File: src/rtl/sr_drv_pkg.sv
// Shared types and constants for the SR latch command driver.
// {s,r} command encodings and a constant-foldable max helper for counter sizing.
package sr_drv_pkg;

  typedef enum logic [1:0] {
    IDLE  = 2'd0,
    DRIVE = 2'd1,
    GAP   = 2'd2,
    CHECK = 2'd3
  } state_t;

  // Encoded as {s,r}
  localparam logic [1:0] SR_HOLD    = 2'b00;
  localparam logic [1:0] SR_CLR     = 2'b01;
  localparam logic [1:0] SR_SET     = 2'b10;
  localparam logic [1:0] SR_ILLEGAL = 2'b11;

  function automatic int max3(input int a, input int b, input int c);
    int m;
    m = (a > b) ? a : b;
    return (m > c) ? m : c;
  endfunction

  function automatic logic [1:0] sr_cmd(input logic level);
    return level ? SR_SET : SR_CLR;
  endfunction

endpackage

File: src/rtl/sr_fb_sync.sv
// Multi-flop synchronizer for the asynchronous latch Q readback.
// The chain clears to 0 under reset.
module sr_fb_sync #(
  parameter int SYNC_STAGES = 2
) (
  input  logic clk,
  input  logic rst_n,
  input  logic d,
  output logic q
);

  logic [SYNC_STAGES-1:0] chain;

  always_ff @(posedge clk) begin
    if (!rst_n) begin
      chain <= '0;
    end else begin
      chain <= {chain[SYNC_STAGES-2:0], d};
    end
  end

  assign q = chain[SYNC_STAGES-1];

endmodule

File: src/rtl/sr_latch_driver.sv
// Command-side driver for a level-sensitive SR latch: timed s/r/en pulse,
// quiet gap, then synchronized Q readback reporting done or err.
//
// state | meaning
// IDLE  | outputs quiet, req_ready high, waiting for a request
// DRIVE | en=1 with s or r for PULSE_W cycles
// GAP   | s=r=en=0 for GAP_W cycles so the latch settles
// CHECK | compare q_sync with level for up to CHK_TIMEOUT cycles
module sr_latch_driver
  import sr_drv_pkg::*;
#(
  parameter int PULSE_W     = 4,
  parameter int GAP_W       = 2,
  parameter int SYNC_STAGES = 2,
  parameter int CHK_TIMEOUT = 8
) (
  input  logic clk,
  input  logic rst_n,
  input  logic req_valid,
  input  logic req_level,
  output logic req_ready,
  output logic s,
  output logic r,
  output logic en,
  input  logic q_fb,
  output logic busy,
  output logic done,
  output logic err,
  output logic err_sticky,
  input  logic err_clr
);

  localparam int CNT_MAX = max3(PULSE_W, GAP_W, CHK_TIMEOUT);
  localparam int CW      = $clog2(CNT_MAX + 1);

  localparam logic [CW-1:0] PULSE_LD = CW'(PULSE_W - 1);
  localparam logic [CW-1:0] GAP_LD   = CW'(GAP_W - 1);
  localparam logic [CW-1:0] CHK_LD   = CW'(CHK_TIMEOUT - 1);

  state_t        state;
  logic [CW-1:0] cnt;
  logic          level;
  logic          q_sync;

  sr_fb_sync #(
    .SYNC_STAGES (SYNC_STAGES)
  ) u_sync (
    .clk   (clk),
    .rst_n (rst_n),
    .d     (q_fb),
    .q     (q_sync)
  );

  always_ff @(posedge clk) begin
    if (!rst_n) begin
      state      <= IDLE;
      cnt        <= '0;
      level      <= 1'b0;
      s          <= 1'b0;
      r          <= 1'b0;
      en         <= 1'b0;
      busy       <= 1'b0;
      done       <= 1'b0;
      err        <= 1'b0;
      err_sticky <= 1'b0;
      req_ready  <= 1'b0;
    end else begin
      done <= 1'b0;
      err  <= 1'b0;
      // A timeout in CHECK below overrides this clear in the same cycle
      if (err_clr) begin
        err_sticky <= 1'b0;
      end

      case (state)
        IDLE: begin
          {s, r} <= SR_HOLD;
          en     <= 1'b0;
          if (req_valid && req_ready) begin
            level     <= req_level;
            state     <= DRIVE;
            cnt       <= PULSE_LD;
            {s, r}    <= sr_cmd(req_level);
            en        <= 1'b1;
            busy      <= 1'b1;
            req_ready <= 1'b0;
          end else begin
            busy      <= 1'b0;
            req_ready <= 1'b1;
          end
        end

        DRIVE: begin
          if (cnt == '0) begin
            state  <= GAP;
            cnt    <= GAP_LD;
            {s, r} <= SR_HOLD;
            en     <= 1'b0;
          end else begin
            cnt <= cnt - 1'b1;
          end
        end

        GAP: begin
          if (cnt == '0) begin
            state <= CHECK;
            cnt   <= CHK_LD;
          end else begin
            cnt <= cnt - 1'b1;
          end
        end

        CHECK: begin
          if (q_sync == level) begin
            done      <= 1'b1;
            state     <= IDLE;
            busy      <= 1'b0;
            req_ready <= 1'b1;
          end else if (cnt == '0) begin
            err        <= 1'b1;
            err_sticky <= 1'b1;
            state      <= IDLE;
            busy       <= 1'b0;
            req_ready  <= 1'b1;
          end else begin
            cnt <= cnt - 1'b1;
          end
        end

        default: begin
          state     <= IDLE;
          cnt       <= '0;
          {s, r}    <= SR_HOLD;
          en        <= 1'b0;
          busy      <= 1'b0;
          req_ready <= 1'b0;
        end
      endcase
    end
  end

  a_no_illegal : assert property (@(posedge clk) {s, r} != SR_ILLEGAL);
  a_quiet_off  : assert property (@(posedge clk) !en |-> ({s, r} == SR_HOLD));
  a_done_err   : assert property (@(posedge clk) !(done && err));

endmodule

File: config.mk
export PLATFORM = sky130hd
export DESIGN_NAME = sr_latch_driver
export DESIGN_NICKNAME = d
export VERILOG_FILES = /design/src/rtl/sr_drv_pkg.sv /design/src/rtl/sr_fb_sync.sv /design/src/rtl/sr_latch_driver.sv
export SDC_FILE = /design/constraint.sdc
export NUM_CORES = 1
export LEC_CHECK = 0
export CAP_MARGIN = 20
export CORE_UTILIZATION = 40
export DETAILED_ROUTE_END_ITERATION = 7
export HOLD_SLACK_MARGIN = 0.15
export MAX_ROUTING_LAYER = met4
export PLACE_DENSITY = 0.72
export SLEW_MARGIN = 20
export SYNTH_ARGS = -nofsm -noshare
export SYNTH_HDL_FRONTEND = slang
export SYNTH_SLANG_ARGS = --single-unit
File: constraint.sdc
create_clock -name clk -period 3.15 [get_ports clk]
set_input_delay 0.7875 -clock clk [delete_from_list [all_inputs] [get_ports clk]]
set_output_delay 0.7875 -clock clk [all_outputs]
set_load 0.005 [all_outputs]
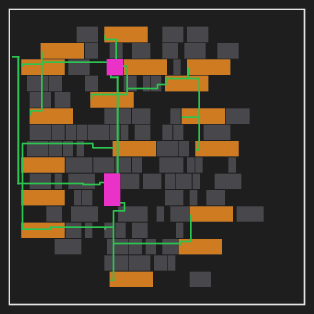
(run_1/clock_wires.png)
(6 px per µm)
[magenta] clock-net drivers | count: 3
[orange] flip-flops | count: 17
[green] clock wires | length: 222 µm
routed clock nets: 4

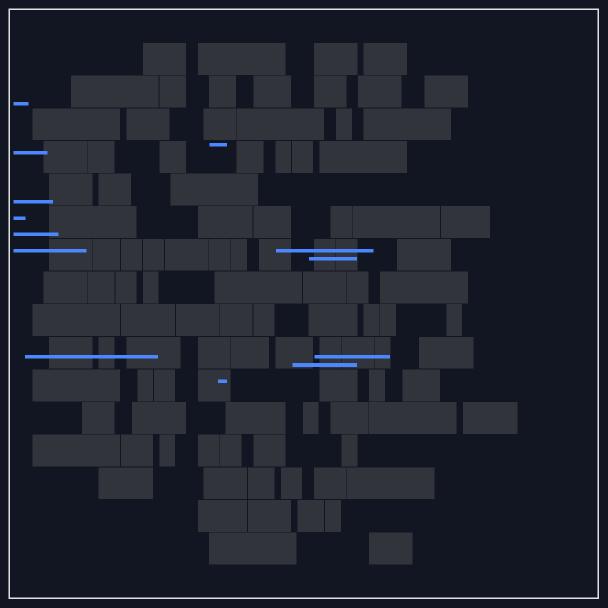
(run_1/m3.png)
(12 px per µm) Cells faint in the background.
main direction: horizontal
longest straight run: 10.8 µm
wire length on this layer: 51.1 µm
DRT Wirelength: 1.59 mm
vias: 687
met3 Use GR: 1.87%

==> out/metrics.cfg, run 1 <==
[run_status]
status = finished clean

[synth]
top_cells_by_area = dfxtp_1 39%, ha_1 8.5%, nor2b_1 3.5%
flop_cell = dfxtp_1
syn_nets = 104
ys_seq_share_pct = 38.6
top_cell = dfxtp_1

[global_routing]
gr-usage-all-layers_pct = 16.1
overflow = 0
antenna_found_initial = 0
grt_pass1_wl_mm = 2.91

[worst_setup_path]
worstSetupStartpoint = req_ready
cp_slowest_stage_delay_ps = 520
crit_path_max_fanout = 4
worst-path-buf-inv = 1
worstSetupStartpointType = register

[floorplan]
chipArea_mm2 = 0.00240
ios = 14
die_height_um = 49.0

[placement]
dp.cells = 127
post-dp-hpwl_mm = 1.15

[min_path]
holdCritPathClass = register to register
hold_depth = 1

[finish]
comb_area_um2 = 480
nFillCells = 193
fin_nets = 117

[clock_tree]
cts_tree = built
cts_hold_buf = 0
clkLatencyLatePin_ps = 290

[timing]
max_slew_margin_pct = 64.3
finalClockPeriodUsage_pct = 63.4

[route]
first_iter_violations = 10
via_per_inst = 5.24
dr.pass1.iters = 4
routedWlPerCell_um = 12.2
drc = 0
detail-route-antenna-nets = 0

[pwr]
pwr_density_cell_mw_per_mm2 = 902

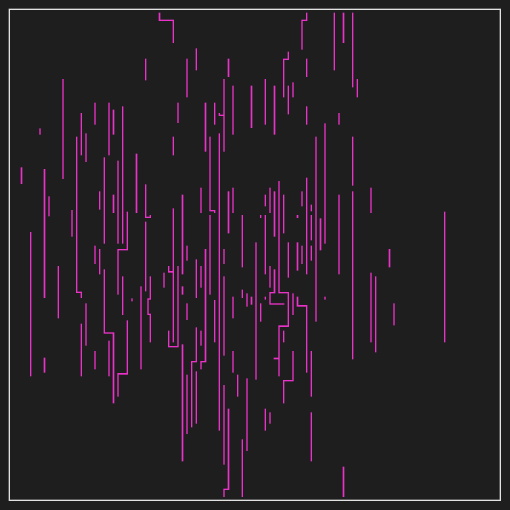
(run_1/m2.png)
(10 px per µm)
nets with wire on the layer: 95
share of all routed wire: 44%
main direction: vertical
longest straight run: 29.6 µm

run 1: metrics by stage:
step / area [µm²] / power [mW] / hold WS (ps) / setup WS, ps / util [%]
finish: 1030 / 0.930 / 452 / 1150 / 51.0
global route: 1030 / 1.01 / 490 / 1040 / 51.0
CTS: 1030 / 0.932 / 453 / 1150 / 51.0
detailed placement: 1000 / 0.812 / 426 / 1000 / 49.6
global placement: 1000 / 0.803 / 419 / 1060 / 49.6
floorplan: 882 / 0.715 / 412 / 1630 / -
run 1: cells in the final DEF (no fill, tap or decap), types with 2 or more instances in the layout:
master,instances
mux2i_1,2
nand2_1,8
nor3_1,5
a211oi_1,2
clkbuf_4,3
inv_1,5
a21oi_1,4
dfxtp_1,17
ha_1,6
nor2_1,2
and2_1,2
clkdlybuf4s50_1,13
xnor2_1,2
nor2b_1,5
o21ai_0,3
run 1: power by group:
| part | internal, mW | switching [mW] |
|---|---|---|
| Combinational | 0.236 | 0.268 |
| Sequential | 0.265 | 0.0403 |
| Clock | 0.0472 | 0.0726 |
run 1: how the worst max path moves through the flow:
stage                      to  slack (ps)  cells past startpoint
floorplan            state[0]        1630                      6
global placement       cnt[3]        1060                      5
detailed placement     cnt[3]        1000                      5
CTS                 req_ready        1150                      1
global route           cnt[3]        1040                      4
finish              req_ready        1150                      1
run 1: final cells by class:
class	count	share of cell area, %
clock buffers	3	2.18
clock inverters	1	0.485
inverters	5	1.82
multi-input cells	65	46.6
flip-flops and latches	17	33.0
well taps	27	3.28
repair buffers	13	12.6
run 1: layer usage:
layer | part of all wire, % | global-route usage [%]
met3 | 3.2 | 1.87
met5 | 0 | -
met2 | 44 | 23.4
met4 | 2.5 | 8.82
met1 | 50 | 21.7
run 1: cell families after synthesis:
family                   count (synthesis)  share of synthesized area [%]
AND/OR/NAND/NOR                         29                           19.4
AND-OR/OR-AND                           26                           22.3
XOR/XNOR                                 2                           1.99
flip-flops                              17                           38.6
adder cells (fa/ha/maj)                  6                           8.51
buffers and inverters                   10                           6.95
multiplexers                             2                           2.27
==> run_1/m1.png <==
(10 px per µm) Supply wires on this layer in grey. Cells faint in the background.
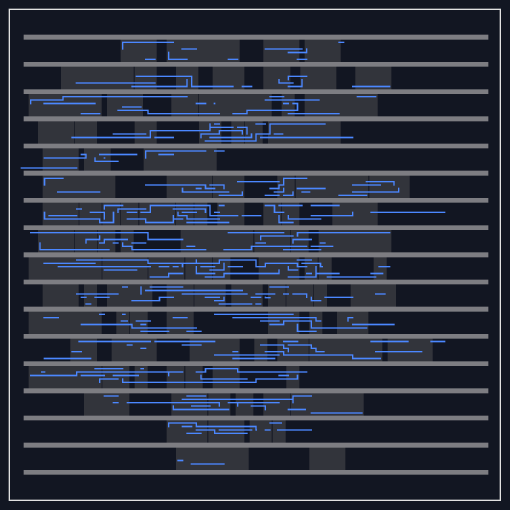

==> run 2, diff against run 1 <==
==> constraint.sdc (replaced) <==
create_clock -name clk -period 1.95 [get_ports clk]
set_input_delay 0.4875 -clock clk [delete_from_list [all_inputs] [get_ports clk]]
set_output_delay 0.4875 -clock clk [all_outputs]
set_load 0.005 [all_outputs]
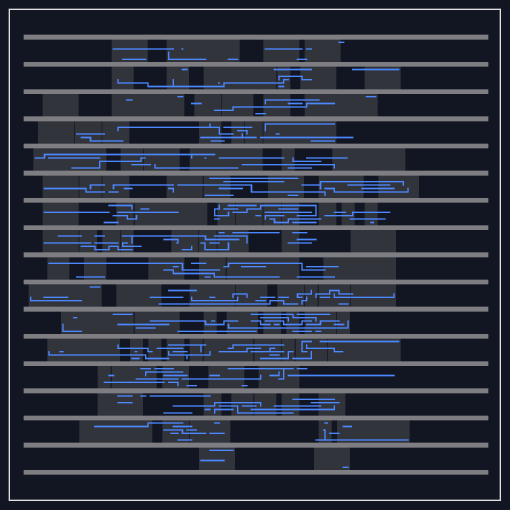
(run_2/m1.png)
(10 px per µm) Supply wires on this layer in grey. Cells faint in the background.
wire length on this layer: 789 µm
longest straight run: 17.0 µm
main direction: horizontal
DRT Wirelength: 1.61 mm
met1 usage: 17.4%
vias: 694

==> run 2 against run 1 <==
Effect of this change:
- via count grew 1.0%
- sequential cell count is the same
- die size unchanged
- wire length increased by 1.2%
- power increased by 62%
- cell count grew 1.5%
- count of clock-buffer cells in the layout grew 1
- largest power group unchanged
==> out/metrics.cfg, run 2 <==
[synth]
flop_cell = dfxtp_1
top_cell_area_share_pct = 38.6
ys_seq_share_pct = 38.6  ; unchanged
yosysUniqueCellTypes = 40
edf_count = 0
avgSynthCellArea_um2 = 9.59
syn_area_um2 = 882
syn_nets = 104  ; unchanged
top_cell = dfxtp_1
numSynthFlops = 17
top_cells_by_area = dfxtp_1 39%, ha_1 8.5%, nor2b_1 3.5%

[worst_setup_path]
crit_path_max_fanout = 7  ; +3
r2r_end = state[0]
worstSetupStartpoint = state[1]
required_ps = 2180
critPathArrivalTime_ps = 1960
worstSetupStartpointType = register
worst_setup_path_end_kind = register

[floorplan]
die_height_um = 49.0  ; unchanged
design.core.area_mm2 = 0.00202
chipArea_mm2 = 0.00240  ; unchanged
rows = 16
ios = 14  ; unchanged

[route]
detail-route-antenna-nets = 0  ; unchanged
drc = 0  ; unchanged
routedWlPerCell_um = 12.1  ; -0.33%
via_per_inst = 5.22  ; -0.50%
first_iter_violations = 13  ; +3
dr.pass1.iters = 4  ; unchanged

[job]
maxCapViolations = 0
warnings = 30

[placement]
placed_cell_area_mm2 = 0.00102  ; +1.5%
pre_cts_ws_ps = 216  ; -786 ps
dp.cells = 129  ; +1.6%
post-dp-hpwl_mm = 1.20  ; +4.2%

[pwr]
pwr_density_cell_mw_per_mm2 = 1440  ; +60%
seqPwrFrac_pct = 33.1  ; +0.2 points
power_frac_comb_pct = 54.7  ; +0.5 points
p_int_mw = 0.891  ; +62%
clkPwrFrac_pct = 12.1  ; -0.8 points
p_sw_mw = 0.613  ; +61%
ir_drop_uv = 682
leakagePower_nw = 0.397
power_mw = 1.50  ; +62%
switching_share_pct = 40.7  ; -0.25 points

[finish]
final_layout_size_suffix_gt1_share_pct = 11.3
layoutNonFillerInstCount = 133
layout_top_cells = 17 x dfxtp_1, 13 x clkdlybuf4s50_1, 8 x nand2_1
layout_top_cell = dfxtp_1
stdcell_area_mm2 = 0.00104  ; +1.3%
utilization_pct = 51.7  ; +0.68 points
fin_nets = 119  ; +1.7%
top_register = cnt
largest_reg_flops = 4

[global_routing]
grt_pass1_wl_mm = 2.75  ; -5.7%
overflow = 0  ; unchanged
gr-usage-all-layers_pct = 14.9  ; -1.2 points
antenna_found_initial = 0  ; unchanged

[timing]
worst_slack_ps = 220  ; -934 ps
whs_ps = 441  ; -11.8 ps
worstMarginPinSlew_ps = 457
post-route-min-period_ps = 1730
finalSetupViolCount = 0
finalClockPeriodUsage_pct = 88.7
max_slew_margin_pct = 69.3  ; +5.1 points

[min_path]
hold_depth = 1  ; unchanged
min_from = u_sync.chain[0]
holdCritPathClass = register to register

[clock_tree]
cts_tree = built
post_cts_resize_count = 0
clkLatencyLatePin_ps = 280  ; about the same
cts_hold_buf = 0  ; unchanged
cts_buffer_depth = 2

[run_status]
status = finished clean

## run 2: power by group through the flow
stage / sequential [mW] / combinational, mW / clock, mW
after floorplan: 0.493 / 0.662 / 0
after global placement: 0.500 / 0.799 / 0
after detailed placement: 0.506 / 0.821 / 0
after CTS: 0.498 / 0.825 / 0.190
after global routing: 0.510 / 0.913 / 0.202
final: 0.498 / 0.824 / 0.183
## run 2: how the worst max path moves through the flow
stage | end | cells after the start | slack, ps
after detailed placement | req_ready | 5 | 220
after global placement | req_ready | 5 | 290
after CTS | state[0] | 6 | 220
final | state[0] | 6 | 220
after global routing | state[0] | 6 | 20
after floorplan | state[0] | 6 | 430
## run 2: critical path, stage by stage (launching register included)
cell	delay, ps
dfxtp_1	390
inv_1	80
ha_1	280
nor3_1	420
a211oi_2	130
o21ai_0	190
o311a_1	190
## run 2: final cells by class
cell class	count	area [µm²]
Timing Repair Buffer	15	145
Multi-Input combinational cell	65	480
Fill cell	196	977
Inverter	5	18.8
Sequential cell	17	340
Clock buffer	4	26.3
Tap cell	27	33.8
## run 2: logic make-up after synthesis
group,Yosys count,synth area share (%)
muxes,2,2.27
and+or+nand+nor,29,19.4
buffers and inverters,10,6.95
adders and majority gates,6,8.51
DFF,17,38.6
AOI/OAI and AO/OA,26,22.3
xor gates and xnor gates,2,1.99
## run 2: layer usage
metal | vias to the layer above | track usage, % | part of all wire (%)
li1 | 360 | - | -
met1 | 318 | 17.4 | 49
met2 | 14 | 24.5 | 47
met3 | 2 | 2.49 | 3.4
met4 | 0 | 7.84 | 0.87
met5 | - | - | 0
Power and IR drop assume default switching activity.
